`src/rtl/math_sub_48_pkg.sv`:
```
// math_pkg: shared widths, result type and half-word extension for the math_sub_48 datapath.
package math_pkg;
    localparam int MATH_W     = 48;
    localparam int MATH_SPLIT = 24;

    typedef logic [MATH_W:0] math_res_t;

    function automatic logic [MATH_SPLIT:0] ext25(input logic [MATH_SPLIT-1:0] x, input logic sgn);
        return {sgn & x[MATH_SPLIT-1], x};
    endfunction
endpackage

```
`src/rtl/math_sub_48_if.sv`:
```
// math_sub_48_if: operand/result handshake bundle for math_sub_48.
interface math_sub_48_if;
    import math_pkg::*;
    logic                in_valid;
    logic                in_ready;
    logic [MATH_W-1:0]   dina;
    logic [MATH_W-1:0]   dinb;
    logic                out_valid;
    logic                out_ready;
    math_res_t           dout;
    logic                lt;
    logic                eq;

    modport master (
        output in_valid, dina, dinb, out_ready,
        input  in_ready, out_valid, dout, lt, eq
    );
    modport slave (
        input  in_valid, dina, dinb, out_ready,
        output in_ready, out_valid, dout, lt, eq
    );
endinterface

```
`src/rtl/math_sub_48_stage.sv`:
```
// math_sub_stage: valid/ready register slice with clock enable and active-low sync reset;
// payload only changes when a valid item is loaded, so it holds through bubbles.
module math_sub_stage #(
    parameter int W = 8
) (
    input  logic         clk,
    input  logic         rst,
    input  logic         ena,
    input  logic         valid_i,
    input  logic [W-1:0] data_i,
    output logic         ready_o,
    output logic         valid_o,
    output logic [W-1:0] data_o,
    input  logic         ready_i
);
    logic         valid_q, valid_d;
    logic [W-1:0] data_q, data_d;

    assign ready_o = !valid_q || ready_i;
    assign valid_o = valid_q;
    assign data_o  = data_q;

    always_comb begin
        valid_d = ready_o ? valid_i : valid_q;
        data_d  = (ready_o && valid_i) ? data_i : data_q;
    end

    always_ff @(posedge clk) begin
        if (!rst) begin
            valid_q <= 1'b0;
            data_q  <= '0;
        end else if (ena) begin
            valid_q <= valid_d;
            data_q  <= data_d;
        end
    end
endmodule

```
`src/rtl/math_sub_48.sv`:
```
// math_sub_48: pipelined 48-bit subtractor giving an exact 49-bit difference plus lt/eq,
// with the borrow chain optionally split 24/24 across two handshake stages.
module math_sub_48
    import math_pkg::*;
#(
    parameter int SPLIT_STAGE = 1,
    parameter int SIGNED      = 0
) (
    input logic          clk,
    input logic          rst,
    input logic          ena,
    math_sub_48_if.slave bus
);
    localparam int S1W = 3 * MATH_SPLIT + 1;
    localparam int S2W = MATH_W + 3;

    logic [MATH_SPLIT:0]   lo_d, lo, hi;
    logic [MATH_SPLIT-1:0] ah, bh;
    logic [S1W-1:0]        s1_d, s1_q;
    logic [S2W-1:0]        s2_d, s2_q;
    math_res_t             diff;
    logic                  s1_rdy, s2_rdy, s2_vin;

    assign lo_d = {1'b0, bus.dina[MATH_SPLIT-1:0]} - {1'b0, bus.dinb[MATH_SPLIT-1:0]};
    assign s1_d = {lo_d, bus.dina[MATH_W-1:MATH_SPLIT], bus.dinb[MATH_W-1:MATH_SPLIT]};

    generate
        if (SPLIT_STAGE != 0) begin : g_split
            math_sub_stage #(.W(S1W)) u_s1 (
                .clk(clk), .rst(rst), .ena(ena),
                .valid_i(bus.in_valid), .data_i(s1_d), .ready_o(s1_rdy),
                .valid_o(s2_vin), .data_o(s1_q), .ready_i(s2_rdy)
            );
        end else begin : g_single
            assign s2_vin = bus.in_valid;
            assign s1_q   = s1_d;
            assign s1_rdy = s2_rdy;
        end
    endgenerate

    assign {lo, ah, bh} = s1_q;
    assign hi   = ext25(ah, SIGNED != 0) - ext25(bh, SIGNED != 0) - {{MATH_SPLIT{1'b0}}, lo[MATH_SPLIT]};
    assign diff = {hi, lo[MATH_SPLIT-1:0]};
    // The difference is exact in 49 bits, so its top bit is the less-than flag in both modes.
    assign s2_d = {diff[MATH_W], (lo[MATH_SPLIT-1:0] == '0) && (hi == '0), diff};

    math_sub_stage #(.W(S2W)) u_s2 (
        .clk(clk), .rst(rst), .ena(ena),
        .valid_i(s2_vin), .data_i(s2_d), .ready_o(s2_rdy),
        .valid_o(bus.out_valid), .data_o(s2_q), .ready_i(bus.out_ready)
    );

    assign {bus.lt, bus.eq, bus.dout} = s2_q;
    assign bus.in_ready = ena && s1_rdy;
endmodule

```
`src/flat_wrapper.sv`:
```
// flat-port wrapper written by rule: the top's interface ports become plain ports
module math_sub_48_flat import math_pkg::*;
#(
    parameter int SPLIT_STAGE = 1,
    parameter int SIGNED      = 0
)
  (clk, rst, ena, bus_in_valid, bus_dina, bus_dinb, bus_out_ready, bus_in_ready, bus_out_valid, bus_dout, bus_lt, bus_eq);
  math_sub_48_if bus_i ();
  input logic clk;
  input logic rst;
  input logic ena;
  input wire logic [$bits(bus_i.in_valid)-1:0] bus_in_valid;
  input wire logic [$bits(bus_i.dina)-1:0] bus_dina;
  input wire logic [$bits(bus_i.dinb)-1:0] bus_dinb;
  input wire logic [$bits(bus_i.out_ready)-1:0] bus_out_ready;
  output wire logic [$bits(bus_i.in_ready)-1:0] bus_in_ready;
  output wire logic [$bits(bus_i.out_valid)-1:0] bus_out_valid;
  output wire logic [$bits(bus_i.dout)-1:0] bus_dout;
  output wire logic [$bits(bus_i.lt)-1:0] bus_lt;
  output wire logic [$bits(bus_i.eq)-1:0] bus_eq;
  assign bus_i.in_valid = bus_in_valid;
  assign bus_i.dina = bus_dina;
  assign bus_i.dinb = bus_dinb;
  assign bus_i.out_ready = bus_out_ready;
  assign bus_in_ready = bus_i.in_ready;
  assign bus_out_valid = bus_i.out_valid;
  assign bus_dout = bus_i.dout;
  assign bus_lt = bus_i.lt;
  assign bus_eq = bus_i.eq;
  math_sub_48 #(.SPLIT_STAGE(SPLIT_STAGE), .SIGNED(SIGNED)) u_core (.clk(clk), .rst(rst), .ena(ena), .bus(bus_i));
endmodule
```
`config.mk`:
```
export PLATFORM = sky130hd
export DESIGN_NAME = math_sub_48_flat
export DESIGN_NICKNAME = d
export VERILOG_FILES = /design/src/rtl/math_sub_48_pkg.sv /design/src/rtl/math_sub_48_if.sv /design/src/rtl/math_sub_48_stage.sv /design/src/rtl/math_sub_48.sv /design/src/flat_wrapper.sv
export SDC_FILE = /design/constraint.sdc
export NUM_CORES = 1
export LEC_CHECK = 0
export ABC_CLOCK_PERIOD_IN_PS = 4000
export CORE_ASPECT_RATIO = 1.4
export CORE_MARGIN = 2
export CORE_UTILIZATION = 30
export CTS_BUF_LIST = sky130_fd_sc_hd__clkbuf_16
export DETAILED_ROUTE_END_ITERATION = 10
export GPL_TIMING_DRIVEN = 0
export PLACE_DENSITY_LB_ADDON = 0.2
export SKIP_LAST_GASP = 1
export SLEW_MARGIN = 25
export SYNTH_ARGS = -nofsm -noshare
export SYNTH_HDL_FRONTEND = slang
export SYNTH_SLANG_ARGS = --single-unit
```
`constraint.sdc`:
```
create_clock -name clk -period 4 [get_ports clk]
set_input_delay 0.6 -clock clk [delete_from_list [all_inputs] [get_ports clk]]
set_output_delay 0.6 -clock clk [all_outputs]
set_load 0.01 [all_outputs]
```
==> notes.md <==
### Power and ir drop
• 0.399 — clock share of power
• 395.9 nW/um2 — power per cell area
• 4.036 nW — leakage component of the power
• 0.259 — combinational group share of total power
• 1.201 mW — net load switching power
• 0.0003075 V — IR Drop Worst-Case VDD
• 2.737 mW — Cell Int Power
• 1.35 mW — power of the sequential group
• 3.938 mW — total power
• 1.57 mW — total clock network power
• clock — Main power group

### Layout
• 0 — antenna diode instance count
• 0.04274 — share of final-layout standard cells stronger than drive strength 1
• 0.4134 — final core area utilization
• 73 — max FFs per register
• 1480 — non-filler instance count after layout
• 17 — clock buffers
• 1331 — number of nets in the final layout
• 9947 um2 — area of all placed cells without fillers
• 0.1704 — Non-clock buffer share
• nand2_1 — most common cell after layout, fill and taps aside
• nand2_1, clkdlybuf4s50_1, a21oi_1 — most instantiated logic cells after routing
• 706 — #MultiIn Comb
• 2568 — number of filler instances in the final layout
• 110 — Inverters
• 4350 um2 — multi-input combinational cell area
• 0.06013 — share of final layout cell area taken by clock buffers and inverters
• 0.2516 — sequential share of cell area
• 197 — Non-CTS buffers
• 125 — sequential cells

### Yosys
• 0 — Synth warnings
• 7.486 um2 — Syn Area/Cell
• 0.3390 — area share of the largest cell type after synthesis
• 0.04289 — xor and xnor area share after synthesis
• dfxtp_1 — Primary FF master, synth
• 0 — FFs w/ async S/R, synth
• 0 — number of enable flip-flop cells
• 0.1268 — post-synthesis adder-cell area fraction
• 1160 — Synth Net Count
• nand2_1 — Synth top cell by count
• 0.004068 — mux cell area share after synthesis
• 125 — Post-synth regs
• 0.2014 — ao+oa area frac
• simple AND/OR/NAND/NOR gates — combinational family with the most area after synthesis
• dfxtp_1 — area leader, netlist
• 0.3390 — fraction of the yosys area taken by sequential cells
• 986 — post-synthesis cell count from yosys
• 986 — instance tally after logic synthesis
• dfxtp_1, ha_1, nand2_1, a21oi_1, inv_1 — top area cells in the synthesized netlist
• nand2_1, a21oi_1, dfxtp_1 — top post-synthesis cells by count

### GRT
• 17 — maximum number of pins on one net before global-route repair
• 0.1770 — total track usage
• 0 — initial antenna violation count
• 0.3373 — met2 track demand over resource in global routing
• 0 — global-route congestion overflow total
• 6907 — number of global-route vias before repair
• 0.02904 — met3 capacity usage during global routing

### Critical path
• u_core.u_s2.data_o[49]$_SDFFE_PN0P_ — end point of the critical path
• AND-OR/OR-AND gates — category of cells accounting for the largest share of critical-path delay
• 14 — length in cells of the worst reg-to-reg path
• a311oi_1 — worst-path cell with the longest stage delay
• 4.30 ns — worst path required time
• 3.98 ns — Worst EP arrival
• u_core.g_split.u_s1.data_o[30]$_SDFFE_PN0P_ — critical path launch point
• u_core.u_s2.data_o[49]$_SDFFE_PN0P_ — end of the worst register-to-register path
• register to register — CP Class
• register — nature of the critical path startpoint
• 0.31 ns — minimum setup slack among reg-to-reg paths
• 2 — crit path buf inv count
• 6 — Crit Path Max Fanout
• u_core.g_split.u_s1.data_o[30]$_SDFFE_PN0P_ — Critical R2R Launch

### Floorplan
• 189.6 um — Die Span Y
• 310 — well-tap cell count
• 67 — Std-Cell Rows
• 25890 um2 — total die size
• 24060 um2 — Core Footprint
• 154 — Top-Level Pins
• 0.3068 — fp util
• 136.6 um — Die X-Extent

### Placement
• 0.01046 ns — worst setup slack before clock tree synthesis
• 1448 — placed instance count
• 9290 um2 — total placed instance area
• 152 — port buffer count
• 18.10 mm — HPWL Detailed

### Run status
• finished clean — result of the run

### Clocking
• 4 — maximum level of the CTS H-tree
• 0 — number of buffers added for setup after CTS
• done — CTS tree
• 125 — clock net sink count
• 0.43 ns — insertion delay to the later sink of the worst-skew pair
• 17 — Inserted Clock Buffers
• 0.06 ns — CTS clk-pin slew, worst paths
• 1 — # resized after CTS
• 0 — Hold Buf Count CTS

### Drt
• 241 — initial DRC count
• 0 — Post-route DRC
• 15.25 um — wire length per cell after detailed routing
• 8.991 mm — met1 WL
• 4.777 — Via density
• 0 — antenna viol nets, final
• 4 — TritonRoute pass-1 iters
• 12.11 mm — met2 wire length
• 7070 — vias
• 22.57 mm — Post-Route WL
• met4 — top layer used by detailed routing

### Run
• 27 — number of warnings the tools reported
• 0 — Max-cap violations

### Min path
• u_core.u_s2.data_o[21]$_SDFFE_PN0P_ — hold wc startpoint
• 2 — depth of the worst hold-timing path

### STA
• 0 ns — setup TNS
• 0 — Slew Viols, Final
• 0 — number of endpoints failing setup at the final stage
• 0.009665 ns — Layout Skew
• 0.6792 ns — Slew @ Worst Pin
• 0.4511 ns — Hold Slack
• 271.1 MHz — maximum clock rate
• no — setup repair after global routing missed its margin

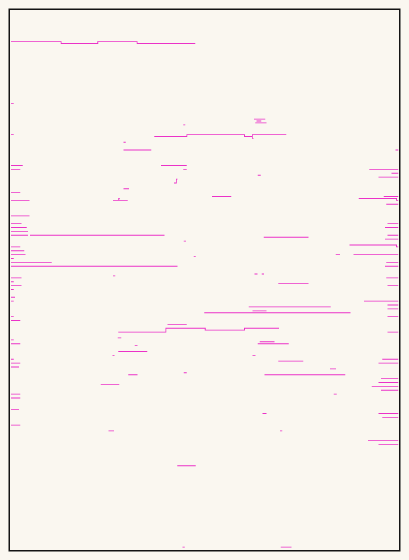
layer_met3.png
nets with wire on the layer: 92
main direction: horizontal
share of all routed wire: 3.7%
longest straight run: 58.2 um

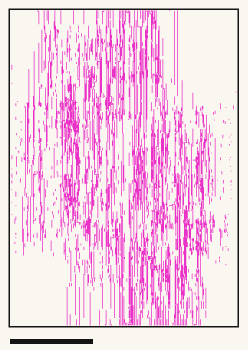
layer_met2.png
The bar under the picture is 50 um long.
share of all routed wire: 54%
main direction: vertical
wire length on this layer: 12100 um

No activity file was given, so power comes from the tool's default toggle rates.
